$ cat config.mk
export PLATFORM = sky130hd
export DESIGN_NAME = uartprobe_uart_rx
export DESIGN_NICKNAME = d
export VERILOG_FILES = /design/src/rtl/uartprobe_uart_rx.sv
export SDC_FILE = /design/constraint.sdc
export NUM_CORES = 1
export LEC_CHECK = 0
export CAP_MARGIN = 25
export CORE_MARGIN = 5
export CORE_UTILIZATION = 40
export CTS_BUF_LIST = sky130_fd_sc_hd__clkbuf_4
export DETAILED_ROUTE_END_ITERATION = 10
export SETUP_SLACK_MARGIN = 0.02
export SKIP_CTS_REPAIR_TIMING = 1
export SLEW_MARGIN = 5
export SYNTH_ARGS = -nofsm -noshare
export SYNTH_HDL_FRONTEND = slang
export SYNTH_SLANG_ARGS = --single-unit
$ cat constraint.sdc
create_clock -name clk -period 7.7 [get_ports clk]
set_input_delay 1.54 -clock clk [delete_from_list [all_inputs] [get_ports clk]]
set_output_delay 1.54 -clock clk [all_outputs]
set_load 0.03 [all_outputs]
$ cat src/rtl/uartprobe_uart_rx.sv
// UART 8N1 receiver for the probe command path: two-flop synchroniser, bit FSM,
// 2-entry output FIFO with valid/ready handshake, sticky framing/overrun flags.
//
// state     | meaning
// ----------+-------------------------------------------------------------
// IDLE      | line idle, waiting for rx_s low (start edge)
// START     | half-bit wait, confirm start bit is still low (else glitch)
// DATA      | sample 8 data bits LSB first at bit centres
// STOP      | sample stop bit: high pushes byte, low flags framing error
// WAIT_HIGH | framing error/break: hold off until the line returns high
module uartprobe_uart_rx #(
  parameter int unsigned CLKS_PER_BIT = 868
) (
  input  logic       clk,
  input  logic       aresetn,
  input  logic       uart_rx,
  output logic       rx_valid,
  output logic [7:0] rx_data,
  input  logic       rx_ready,
  output logic       frame_err,
  output logic       overrun,
  input  logic       err_clr
);

  localparam logic [15:0] HALF_M1 = 16'(CLKS_PER_BIT / 2 - 1);
  localparam logic [15:0] BIT_M1  = 16'(CLKS_PER_BIT - 1);

  typedef enum logic [2:0] {
    S_IDLE      = 3'd0,
    S_START     = 3'd1,
    S_DATA      = 3'd2,
    S_STOP      = 3'd3,
    S_WAIT_HIGH = 3'd4
  } state_e;

  logic        rx_meta_q;
  logic        rx_s_q;

  state_e      state_q,   state_d;
  logic [15:0] clk_cnt_q, clk_cnt_d;
  logic [2:0]  bit_idx_q, bit_idx_d;
  logic [7:0]  shift_q,   shift_d;

  logic        push;
  logic        frame_set;

  logic [7:0]  head_q,    head_d;
  logic [7:0]  tail_q,    tail_d;
  logic [1:0]  count_q,   count_d;
  logic        pop;
  logic        overrun_set;

  logic        frame_err_q, frame_err_d;
  logic        overrun_q,   overrun_d;

  always_ff @(posedge clk or negedge aresetn) begin
    if (!aresetn) begin
      rx_meta_q <= 1'b1;
      rx_s_q    <= 1'b1;
    end else begin
      rx_meta_q <= uart_rx;
      rx_s_q    <= rx_meta_q;
    end
  end

  always_ff @(posedge clk or negedge aresetn) begin
    if (!aresetn) begin
      state_q   <= S_IDLE;
      clk_cnt_q <= '0;
      bit_idx_q <= '0;
      shift_q   <= '0;
    end else begin
      state_q   <= state_d;
      clk_cnt_q <= clk_cnt_d;
      bit_idx_q <= bit_idx_d;
      shift_q   <= shift_d;
    end
  end

  always_comb begin
    state_d   = state_q;
    clk_cnt_d = clk_cnt_q;
    bit_idx_d = bit_idx_q;
    shift_d   = shift_q;
    push      = 1'b0;
    frame_set = 1'b0;
    unique case (state_q)
      S_IDLE: begin
        if (!rx_s_q) begin
          state_d   = S_START;
          clk_cnt_d = '0;
          bit_idx_d = '0;
        end
      end
      S_START: begin
        if (clk_cnt_q == HALF_M1) begin
          clk_cnt_d = '0;
          bit_idx_d = '0;
          state_d   = rx_s_q ? S_IDLE : S_DATA;
        end else begin
          clk_cnt_d = clk_cnt_q + 16'd1;
        end
      end
      S_DATA: begin
        if (clk_cnt_q == BIT_M1) begin
          clk_cnt_d          = '0;
          shift_d[bit_idx_q] = rx_s_q;
          if (bit_idx_q == 3'd7) begin
            bit_idx_d = '0;
            state_d   = S_STOP;
          end else begin
            bit_idx_d = bit_idx_q + 3'd1;
          end
        end else begin
          clk_cnt_d = clk_cnt_q + 16'd1;
        end
      end
      S_STOP: begin
        if (clk_cnt_q == BIT_M1) begin
          clk_cnt_d = '0;
          if (rx_s_q) begin
            push    = 1'b1;
            state_d = S_IDLE;
          end else begin
            frame_set = 1'b1;
            state_d   = S_WAIT_HIGH;
          end
        end else begin
          clk_cnt_d = clk_cnt_q + 16'd1;
        end
      end
      S_WAIT_HIGH: begin
        if (rx_s_q) state_d = S_IDLE;
      end
      default: state_d = S_IDLE;
    endcase
  end

  // head_q is the presented byte; tail_q only meaningful when count_q == 2
  assign pop = (count_q != 2'd0) && rx_ready;

  always_comb begin
    head_d      = head_q;
    tail_d      = tail_q;
    count_d     = count_q;
    overrun_set = 1'b0;
    unique case ({push, pop})
      2'b10: begin
        if (count_q == 2'd0) begin
          head_d  = shift_q;
          count_d = 2'd1;
        end else if (count_q == 2'd1) begin
          tail_d  = shift_q;
          count_d = 2'd2;
        end else begin
          overrun_set = 1'b1;
        end
      end
      2'b01: begin
        if (count_q == 2'd2) begin
          head_d  = tail_q;
          count_d = 2'd1;
        end else begin
          head_d  = '0;
          count_d = 2'd0;
        end
      end
      2'b11: begin
        if (count_q == 2'd2) begin
          head_d = tail_q;
          tail_d = shift_q;
        end else begin
          head_d = shift_q;
        end
      end
      default: ;
    endcase
  end

  always_ff @(posedge clk or negedge aresetn) begin
    if (!aresetn) begin
      head_q  <= '0;
      tail_q  <= '0;
      count_q <= '0;
    end else begin
      head_q  <= head_d;
      tail_q  <= tail_d;
      count_q <= count_d;
    end
  end

  // a set event in the same cycle as err_clr keeps the flag high
  always_comb begin
    frame_err_d = frame_set   ? 1'b1 : (err_clr ? 1'b0 : frame_err_q);
    overrun_d   = overrun_set ? 1'b1 : (err_clr ? 1'b0 : overrun_q);
  end

  always_ff @(posedge clk or negedge aresetn) begin
    if (!aresetn) begin
      frame_err_q <= 1'b0;
      overrun_q   <= 1'b0;
    end else begin
      frame_err_q <= frame_err_d;
      overrun_q   <= overrun_d;
    end
  end

  assign rx_valid  = (count_q != 2'd0);
  assign rx_data   = head_q;
  assign frame_err = frame_err_q;
  assign overrun   = overrun_q;

endmodule
Met3 routing:
Scale: 4 px per um.
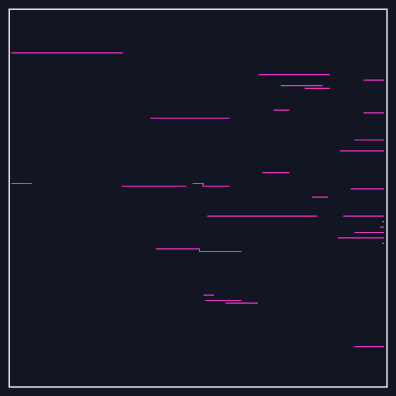
- main direction: horizontal
- nets with wire on the layer: 25
- wire length on this layer: 265 um
- share of all routed wire: 4.5%

Register map, names as in the netlist:
Scale: 4 px per um. Other sequential cells in the stronger grey, the rest of the logic in the fainter grey.
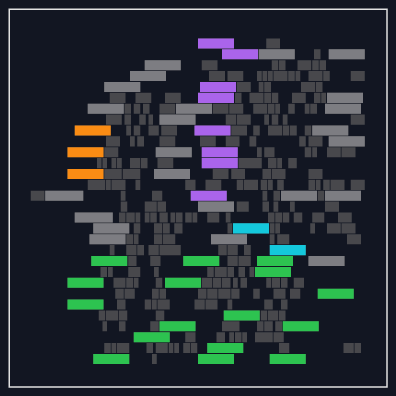
- purple: tail_q (placed flops 8)
- green: clk_cnt_q (placed flops 16)
- orange: bit_idx_q (placed flops 3)
- cyan: count_q (placed flops 2)
- not coloured: 23

Signal metal coverage by tile:
Scale: 4 px per um. The die is cut into 19 by 19 equal tiles; black is low, pale yellow is high, scaled to the fullest tile. Values are wire area over tile area, all layers added.
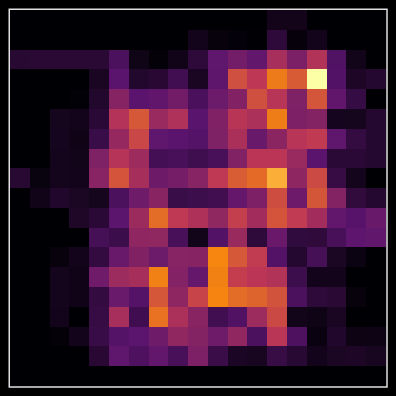
- mean over tiles: 0.11
- tiles over half the peak: 11%
- nearly empty tiles: 28%
- emptiest ninth of the die: upper left

Drive-strength map:
Scale: 4 px per um.
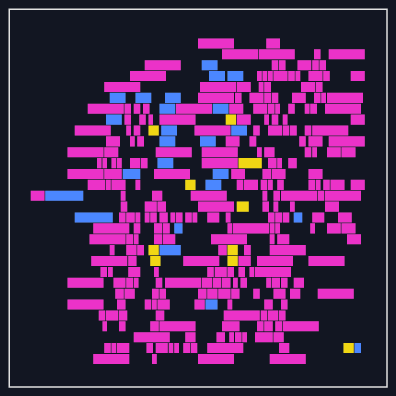
- blue: x2 (cells 24; share 7.9%; most used mux2_2)
- yellow: x3 and x4 (cells 10; share 3.3%; most used clkbuf_4)
- magenta: x1 and smaller (cells 271; share 89%; most used dfrtp_1)

==> results.ini <==
[outcome]
outcome = complete, no violations

[synthesis]
top_area_cell = dfrtp_1
area_leaders = dfrtp_1, mux2_2, o21ai_0
yosysChipArea_sq_mm = 0.00283
ys_seq_share_pct = 46.1
fp_nets = 305
netlist_instances = 296
aoi_share_pct = 17.4
muxShareOfSynthArea_pct = 10.3
syn-cell-area_sq_mm = 0.00283
xor_share_pct = 1.24
synth-edff-count = 0
ys_seq_elements = 52
common_cells = dfrtp_1, o21ai_0, nand2_1, inv_1, nor3_1

[route]
drt-total-wl_mm = 5.93
wl_per_cell_um = 14.8
maxUsedRoutingLayer = met4
firstDrtPassIters = 5

[sta]
slew_viol_final = 0
setup_viol = 0
clock_skew_ns = 0.0224
period_needed_ns = 3.61
min_period_over_period_pct = 46.9

[critical_path]
path_class = in -> reg
crit_start = rx_ready
end_kind = flop
slowest_stage = clkdlybuf4s50_1
critPathMaxFanout = 22
crit_buf_inv = 1
rrSetupSlack_ns = 4.54
critPathArrivalTime_ns = 3.89

[cells_and_area]
syn2layout_area_growth_pct = 9.57
combAreaFraction_pct = 44.9
instances_no_fill = 401
drive_gt1_share_pct = 11.1
mostFrequentLayoutCell = dfrtp_1
seqCellArea_sq_mm = 0.00130
num-fill-cells = 686
inverters = 19
largest_reg_flops = 16
logic_gate_count = 210
final_cell_mix = dfrtp_1, o21ai_0, nand2_1
final_nets = 313
comb_area_sq_mm = 0.00139
top_register = clk_cnt_q

[clocking]
insertion_delay_ns = 0.38
numCtsBuffers = 5
clkSinkCount = 52
ctsRootBufferMaster = clkbuf_4

[worst_hold_path]
hold_end = rx_s_q
holdCritStartpoint = rx_meta_q

[pwr]
peakVddDrop_uv = 51.2
clockPowerShare_pct = 30.7
maxPowerGroup = registers
p_per_area_mw_per_mm2 = 133
pg_seq_mw = 0.275
pwr-share-comb_pct = 2.4
p_clk_mw = 0.126

[global_routing]
met2_usage_pct = 21.4
grt_start_max_net_pins = 53
grt_overflow = 0
top_usage_layer = met1
grtUsageTotal_pct = 14.6
antenna_found_initial = 0

[floorplan]
dieArea_sq_mm = 0.00884
nWellTaps = 96
pin_count = 16
fp-row-count = 30

[placement]
hpwl_mm = 4.04
placed_cells = 393
io_buffers = 15

[job]
drv_cap = 0

Power and IR drop assume default switching activity.
